$ cat src/rtl/encoded_memory_ctrl_pkg.sv
// Shared definitions for the encoded scratch store.
//   op_t    : request opcode carried on the 'op' port
//   state_t : controller FSM state, also visible on the state_dbg port
package encoded_memory_ctrl_pkg;

    typedef enum logic [1:0] {
        OP_WRITE     = 2'b00,
        OP_READ_DIFF = 2'b01,
        OP_READ_DEC  = 2'b10,
        OP_CLEAR     = 2'b11
    } op_t;

    typedef enum logic [1:0] {
        ST_IDLE   = 2'b00,
        ST_DECODE = 2'b01,
        ST_CLEAR  = 2'b10
    } state_t;

endpackage

$ cat src/rtl/encode_mask_rom.sv
// Per-address mask generator for the encoded store.
//   addr     in  AW     entry index
//   mask     out WIDTH  (addr * MASK_STEP) mod 2^WIDTH
//   in_range out 1      addr < DEPTH (only ever low for non-power-of-2 DEPTH)
// Purely combinational; the "ROM" is a multiply by a constant step.
module encode_mask_rom #(
    parameter int                WIDTH     = 8,
    parameter int                DEPTH     = 8,
    parameter int                AW        = $clog2(DEPTH),
    parameter logic [WIDTH-1:0]  MASK_STEP = WIDTH'(8'h55)
) (
    input  logic [AW-1:0]    addr,
    output logic [WIDTH-1:0] mask,
    output logic             in_range
);

    // One extra bit so DEPTH itself is representable when DEPTH == 2**AW.
    localparam logic [AW:0] DEPTH_W = (AW + 1)'(DEPTH);

    // Truncation to WIDTH bits is the mod 2^WIDTH of the mask definition.
    assign mask     = MASK_STEP * WIDTH'(addr);
    assign in_range = ({1'b0, addr} < DEPTH_W);

endmodule

$ cat src/rtl/encoded_memory_ctrl.sv
// Encoded scratch memory: each entry holds |data - mask(addr)| plus a sign
// bit, so reads can return either the raw difference or the decoded word.
//   CLK, RST    clock (rising edge), asynchronous active-high reset
//   req_valid   request present
//   req_ready   block accepts a request this cycle (state == IDLE)
//   op          00 write, 01 read-diff, 10 read-decoded, 11 clear
//   addr        entry index
//   dataIn      write data
//   dataOut     registered read result, held while out_valid is low
//   sign_out    registered stored sign of the read entry
//   out_valid   one-cycle pulse marking a new read result
//   busy        high while a clear sweep runs
//   state_dbg   current FSM state, for observation only
//
// Handshake: a request is taken on a rising edge where req_valid && req_ready.
// req_ready depends only on state, never on req_valid. A request presented
// while req_ready is low is dropped, not queued; the requester must hold it
// until it sees ready.
module encoded_memory_ctrl
    import encoded_memory_ctrl_pkg::*;
#(
    parameter int                WIDTH     = 8,
    parameter int                DEPTH     = 8,
    parameter int                AW        = $clog2(DEPTH),
    parameter logic [WIDTH-1:0]  MASK_STEP = WIDTH'(8'h55)
) (
    input  logic             CLK,
    input  logic             RST,
    input  logic             req_valid,
    output logic             req_ready,
    input  logic [1:0]       op,
    input  logic [AW-1:0]    addr,
    input  logic [WIDTH-1:0] dataIn,
    output logic [WIDTH-1:0] dataOut,
    output logic             sign_out,
    output logic             out_valid,
    output logic             busy,
    output state_t           state_dbg
);

    localparam logic [AW-1:0] LAST = AW'(DEPTH - 1);

    state_t           state;
    logic [AW-1:0]    ptr;
    logic [AW-1:0]    dec_addr;
    logic [AW-1:0]    rom_addr;
    logic [WIDTH-1:0] mask;
    logic             in_range;

    // Storage is deliberately not reset; valid_q masks stale contents.
    logic [WIDTH-1:0] diff_mem [DEPTH];
    logic             sign_mem [DEPTH];
    logic [DEPTH-1:0] valid_q;

    logic             accept;
    logic             do_write;
    logic [WIDTH-1:0] wr_diff;
    logic             wr_sign;
    logic             rd_hit;
    logic [WIDTH-1:0] rd_diff;
    logic             rd_sign;
    logic [WIDTH-1:0] dec_value;

    assign req_ready = (state == ST_IDLE);
    assign accept    = req_valid && req_ready;
    assign state_dbg = state;

    // One mask ROM serves both phases: in DECODE it looks up the latched
    // address, otherwise the live request address.
    assign rom_addr = (state == ST_DECODE) ? dec_addr : addr;

    encode_mask_rom #(
        .WIDTH     (WIDTH),
        .DEPTH     (DEPTH),
        .AW        (AW),
        .MASK_STEP (MASK_STEP)
    ) u_mask_rom (
        .addr     (rom_addr),
        .mask     (mask),
        .in_range (in_range)
    );

    assign wr_sign  = (dataIn < mask);
    assign wr_diff  = wr_sign ? (mask - dataIn) : (dataIn - mask);
    assign do_write = accept && (op == OP_WRITE) && in_range;

    // Invalid or out-of-range entries read as zero in both modes; the decoded
    // path is forced to zero too, otherwise it would return the bare mask.
    assign rd_hit    = in_range && valid_q[rom_addr];
    assign rd_diff   = rd_hit ? diff_mem[rom_addr] : '0;
    assign rd_sign   = rd_hit ? sign_mem[rom_addr] : 1'b0;
    assign dec_value = rd_hit ? (rd_sign ? (mask - rd_diff) : (mask + rd_diff)) : '0;

    always_ff @(posedge CLK) begin
        if (do_write) begin
            diff_mem[addr] <= wr_diff;
            sign_mem[addr] <= wr_sign;
        end else if (state == ST_CLEAR) begin
            diff_mem[ptr] <= '0;
            sign_mem[ptr] <= 1'b0;
        end
    end

    always_ff @(posedge CLK or posedge RST) begin
        if (RST) begin
            state     <= ST_IDLE;
            ptr       <= '0;
            dec_addr  <= '0;
            dataOut   <= '0;
            sign_out  <= 1'b0;
            out_valid <= 1'b0;
            busy      <= 1'b0;
            valid_q   <= '0;
        end else begin
            out_valid <= 1'b0;
            case (state)
                ST_IDLE: begin
                    if (accept) begin
                        case (op_t'(op))
                            OP_WRITE: begin
                                if (in_range) valid_q[addr] <= 1'b1;
                            end
                            OP_READ_DIFF: begin
                                dataOut   <= rd_diff;
                                sign_out  <= rd_sign;
                                out_valid <= 1'b1;
                            end
                            OP_READ_DEC: begin
                                dec_addr <= addr;
                                state    <= ST_DECODE;
                            end
                            OP_CLEAR: begin
                                ptr   <= '0;
                                busy  <= 1'b1;
                                state <= ST_CLEAR;
                            end
                            default: ;
                        endcase
                    end
                end
                ST_DECODE: begin
                    dataOut   <= dec_value;
                    sign_out  <= rd_sign;
                    out_valid <= 1'b1;
                    state     <= ST_IDLE;
                end
                ST_CLEAR: begin
                    valid_q[ptr] <= 1'b0;
                    if (ptr == LAST) begin
                        busy  <= 1'b0;
                        state <= ST_IDLE;
                    end else begin
                        ptr <= ptr + AW'(1);
                    end
                end
                default: state <= ST_IDLE;
            endcase
        end
    end

endmodule

$ cat config.mk
export PLATFORM = sky130hd
export DESIGN_NAME = encoded_memory_ctrl
export DESIGN_NICKNAME = d
export VERILOG_FILES = /design/src/rtl/encoded_memory_ctrl_pkg.sv /design/src/rtl/encode_mask_rom.sv /design/src/rtl/encoded_memory_ctrl.sv
export SDC_FILE = /design/constraint.sdc
export NUM_CORES = 1
export LEC_CHECK = 0
export CAP_MARGIN = 5
export CORE_ASPECT_RATIO = 1.5
export CORE_MARGIN = 4
export CORE_UTILIZATION = 55
export DETAILED_ROUTE_END_ITERATION = 10
export GPL_TIMING_DRIVEN = 0
export PLACE_DENSITY = 0.76
export SETUP_SLACK_MARGIN = 0.05
export SLEW_MARGIN = 40
export SYNTH_ARGS = -nofsm -noshare
export SYNTH_HDL_FRONTEND = slang
export SYNTH_SLANG_ARGS = --single-unit
$ cat constraint.sdc
create_clock -name CLK -period 6.5 [get_ports CLK]
set_clock_uncertainty 0.2 [all_clocks]
set_input_delay 0.65 -clock CLK [delete_from_list [all_inputs] [get_ports CLK]]
set_output_delay 0.65 -clock CLK [all_outputs]
set_load 0.01 [all_outputs]
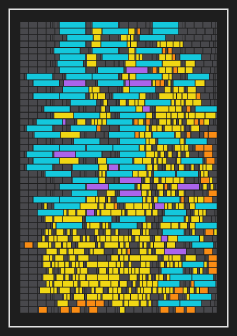
**Above:** placed cells, one color a class.
Fill, decap, tap and diode cells in gray.
| color | class | cells |
|---|---|---|
| yellow | combinational and other logic | 404 |
| purple | clock drivers and dummy loads | 16 |
| orange | remaining buffers and delay cells | 50 |
| cyan | sequential cells | 99 |
final design instance area without fill: 0.00643 sq mm
placeable core region: 0.0101 sq mm

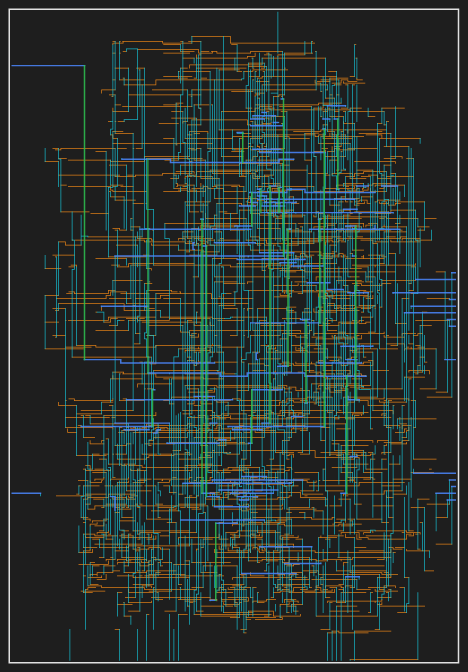
**Above:** signal wires by layer.
| color | layer | wire length |
|---|---|---|
| orange | metal 1 | 5410 microns |
| cyan | metal 2 | 7120 microns |
| green | metal 4 | 547 microns |
| blue | metal 3 | 776 microns |

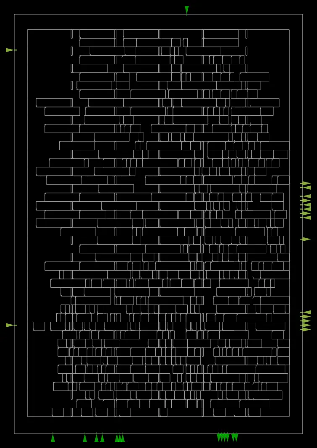
**Above:** placed standard cells.
number of cell rows: 45
Layout Cells excl Fill: 686
utilization of the core after routing: 0.634
sequential fraction of total cell area: 0.442

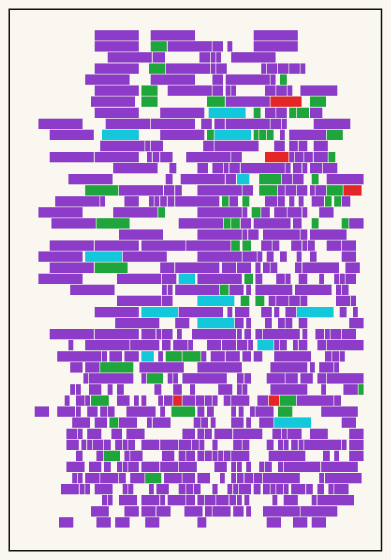
**Above:** cells by drive strength.
| color | size | cells |
|---|---|---|
| green | _2 cells | 51 |
| cyan | _6 and larger | 13 |
| red | _3 and _4 cells | 5 |
| purple | _0 and _1 cells | 500 |

==> reports/results.md <==
| Group | Quantity | Value |
|:---|:---|:---|
| power | Comb power frac | 0.433 |
| placed design | Total of buffers placed on input and output ports | 27 |
| synthesis | Floorplan Nets | 572 |
| floorplan | Boundary pin count | 30 |
| synthesis | Fraction of synthesized cell area taken by the top area cell type | 0.379 |
| critical path | Worst-case register-to-register setup slack | 0.94 ns |
| critical path | Crit path depth | 17 |
| hold path | Worst Hold Path Cells | 2 |
| drt | Detailed route wirelength on metal2 | 7120 microns |
| critical path | Critical-path cell with the highest stage delay | sky130_fd_sc_hd__clkdlybuf4s50_1 |
| critical path | Endpoint of the worst setup timing path | diff_mem[4][7]$_DFFE_PP_ |
| placed design | Post-place instance area | 0.00614 sq mm |
| drt | Total routed wire length on the met1 layer | 5410 microns |
| floorplan | Fraction of the core area occupied by cells at floorplan | 0.563 |
| power | Cell leakage power | 2.56 nW |
| power | Clock network power | 0.000513 W |
| critical path | Reg-to-Reg End | diff_mem[4][7]$_DFFE_PP_ |
| power | Sequential share of power | 0.379 |
| synthesis | Share of synthesized area spent on multiplexers | 0.0851 |
| cts | Clock insertion delay at the later pin of the skew report | 0.35 ns |
| drt | DRC violations left | 0 |
| final layout | Share of final-layout standard cells stronger than drive strength 1 | 0.121 |
| synthesis | Area fraction in and, or, nand and nor cells | 0.127 |
| hold path | Hold_sp | dataOut[2]$_DFFE_PP0P_ |
| final layout | Antenna diode count | 0 |
| final layout | Final Net Count | 610 |
| final layout | Comb. cell area | 0.00263 sq mm |
| cts | CTS Buffer Depth | 2 |
| drt | Violation tally from detailed-route iteration zero | 394 |
| cts | Count of clock tree sinks | 99 |
| cts | Post-CTS setup repair buffer count | 0 |
| flow run | Count of max-cap constraint violations | 0 |
| outcome | Status | complete, no violations |
| drt | Post-DR vias/cell | 6.32 |
| synthesis | Flip-flop cell with the highest count after synthesis | sky130_fd_sc_hd__edfxtp_1 |
| final layout | Layout overhead on the synthesized area | 12.7% |
| sta | Max-slew violation count | 0 |
| synthesis | Largest logic family | AND-OR/OR-AND gates |
| global route | Global Route Usage Sum | 0.232 |
| final layout | Flop Count | 99 |
| final layout | Bufs w/o clock | 50 |
| synthesis | Number of enable-type register cells in the synthesized netlist | 72 |
| power | Comb. pwr | 0.00118 W |
| synthesis | Leading cell types by total area after synthesis | sky130_fd_sc_hd__edfxtp_1 (38%), sky130_fd_sc_hd__dfrtp_1 (12%), sky130_fd_sc_hd__ha_1 (5.9%) |
| sta | Slew at the pin closest to its max-slew limit | 0.956 ns |
| synthesis | Post-Synth AOI/OAI Area | 0.152 |
| cts | CTS tree | done |
| drt | Drt pass-1 iters | 5 |
| power | Power spent charging and discharging nets | 0.00106 W |
| sta | WHS | 0.285 ns |
| synthesis | Fraction of synthesized cell area in xor and xnor cells | 0.0215 |
| synthesis | Area of the synthesized netlist per yosys stat | 0.00570 sq mm |
| global route | Global-route track usage on met2 | 0.415 |
| sta | Worst relative slew slack | 0.357 |
| cts | Number of H-tree levels | 3 |
| final layout | Area occupied by registers | 0.00284 sq mm |
| critical path | Critical register-to-register path startpoint | state_dbg[1]$_DFFE_PP0P_ |
| floorplan | Tapcells | 117 |
| synthesis | Synth Register Bits | 99 |
| final layout | Clock buffer instance count of the final layout | 9 |
| global route | Grt peak-use layer | met2 |
| global route | Total grt overflow | 0 |
| synthesis | Cell count in the Yosys report | 526 |
| final layout | Commonest non-fill, non-tap cells in the layout | sky130_fd_sc_hd__edfxtp_1 (72), sky130_fd_sc_hd__nand2_1 (47), sky130_fd_sc_hd__inv_1 (39) |
| synthesis | Yosys Warn Count | 0 |
| global route | Met3 track demand over resource in global routing | 0.0449 |
| global route | Antenna violations before repair | 0 |
| final layout | Most flops, register | diff_mem |
| hold path | Worst Hold Path EP | dataOut[2]$_DFFE_PP0P_ |
| synthesis | Arithmetic-cell share of the synthesized area counting full adders, half adders and majority gates | 0.0698 |
| critical path | Slowest Stage Delay on Critical Path | 0.66 ns |
| final layout | Number of flip-flops in the largest register | 64 |
| placed design | Placed cells | 670 |
| power | Reported sequential group power | 0.00103 W |
| sta | Maximum operating frequency | 0.171 GHz |
| synthesis | Combined area of all synthesized cells | 0.00570 sq mm |
| power | Proportion of power drawn by the clock network | 0.188 |
| final layout | Fraction of standard cell area in multi-input logic | 0.409 |
| drt | Final wirelength | 13800 microns |
| critical path | Nature of the critical path endpoint | flip-flop |
| global route | Global-route wire length before repair | 21800 microns |
| synthesis | Gate count of the mapped netlist | 526 |
| cts | Clock tree root buffer cell | sky130_fd_sc_hd__clkbuf_16 |
| critical path | Critical Path Most Common Cell | sky130_fd_sc_hd__ha_1 |
| drt | Routed via count | 4335 |
| power | Cell area power density | 425 mW/mm^2 |
| critical path | CP startpoint kind | input pin |
| floorplan | Area of the chip | 0.0121 sq mm |
| sta | Final setup violation count | 0 |
| drt | Tally of nets with antenna violations remaining after routing | 0 |
| synthesis | Cell taking the most area after synthesis | sky130_fd_sc_hd__edfxtp_1 |
| synthesis | Fraction of synthesis flops using an asynchronous set or reset pin | 0.273 |
| global route | Maximum number of pins on one net before global-route repair | 28 |
| sta | Worst-case setup margin in the final layout | 0.665 ns |
| placed design | Worst setup slack after placement | 0.132 ns |
| critical path | Worst EP required | 6.37 ns |
| final layout | Dominant kind of cell | flip-flops and latches |
| cts | # hold bufs at CTS | 0 |
| drt | Highest routed metal layer | met4 |
| drt | Met3 Routed Length | 775 microns |
| global route | Via count of the first global-routing pass | 4301 |
| cts | Number of buffers added by the clock tree synthesis step | 9 |
| placed design | Final GP Congestion | 0.889 |
| sta | Setup repair after global routing missed its margin | no |
| drt | Routed len/inst | 20.2 microns |
| critical path | Crit Path Class | in2reg |
| critical path | Worst setup path start | addr[2] |
| final layout | Proportion of cell area spent on the clock network | 0.0438 |
| power | Worst vdd rail ir drop | 232 uV |
| final layout | Multi-Input Combinational | 362 |
| final layout | Layout buffering overhead excluding clock cells | 0.0584 |
| cts | Post-cts resize count | 0 |
| cts | Clock transition time at the flip-flop clock pins of the worst setup and hold paths | 0.07 ns |
## Yosys cell counts, types with 2 or more instances
library cell,number
sky130_fd_sc_hd__edfxtp_1,72
sky130_fd_sc_hd__nand2_1,47
sky130_fd_sc_hd__nor2_1,45
sky130_fd_sc_hd__inv_1,40
sky130_fd_sc_hd__o21ai_0,35
sky130_fd_sc_hd__dfrtp_1,27
sky130_fd_sc_hd__ha_1,27
sky130_fd_sc_hd__a211oi_1,26
sky130_fd_sc_hd__mux2i_1,26
sky130_fd_sc_hd__a21oi_1,21
sky130_fd_sc_hd__buf_2,15
sky130_fd_sc_hd__nand3_1,13
sky130_fd_sc_hd__mux2_2,12
sky130_fd_sc_hd__nand2b_1,11
sky130_fd_sc_hd__a31oi_1,8
sky130_fd_sc_hd__xnor2_1,8
sky130_fd_sc_hd__clkbuf_1,6
sky130_fd_sc_hd__nor2b_1,6
sky130_fd_sc_hd__xor2_1,6
sky130_fd_sc_hd__a22oi_1,5
sky130_fd_sc_hd__mux4_2,4
sky130_fd_sc_hd__nor3_1,4
sky130_fd_sc_hd__o21a_1,4
sky130_fd_sc_hd__a21o_1,3
sky130_fd_sc_hd__fa_1,3
sky130_fd_sc_hd__o211ai_1,3
sky130_fd_sc_hd__a2111oi_0,2
sky130_fd_sc_hd__a21boi_0,2
sky130_fd_sc_hd__a22o_1,2
sky130_fd_sc_hd__a2bb2oi_1,2
sky130_fd_sc_hd__and3_1,2
sky130_fd_sc_hd__buf_1,2
sky130_fd_sc_hd__nor3b_1,2
sky130_fd_sc_hd__nor4_2,2
sky130_fd_sc_hd__nor4bb_1,2
sky130_fd_sc_hd__o21bai_1,2
sky130_fd_sc_hd__o31a_1,2
sky130_fd_sc_hd__o31ai_1,2
sky130_fd_sc_hd__or3_1,2
No activity file was given, so power comes from the tool's default toggle rates.
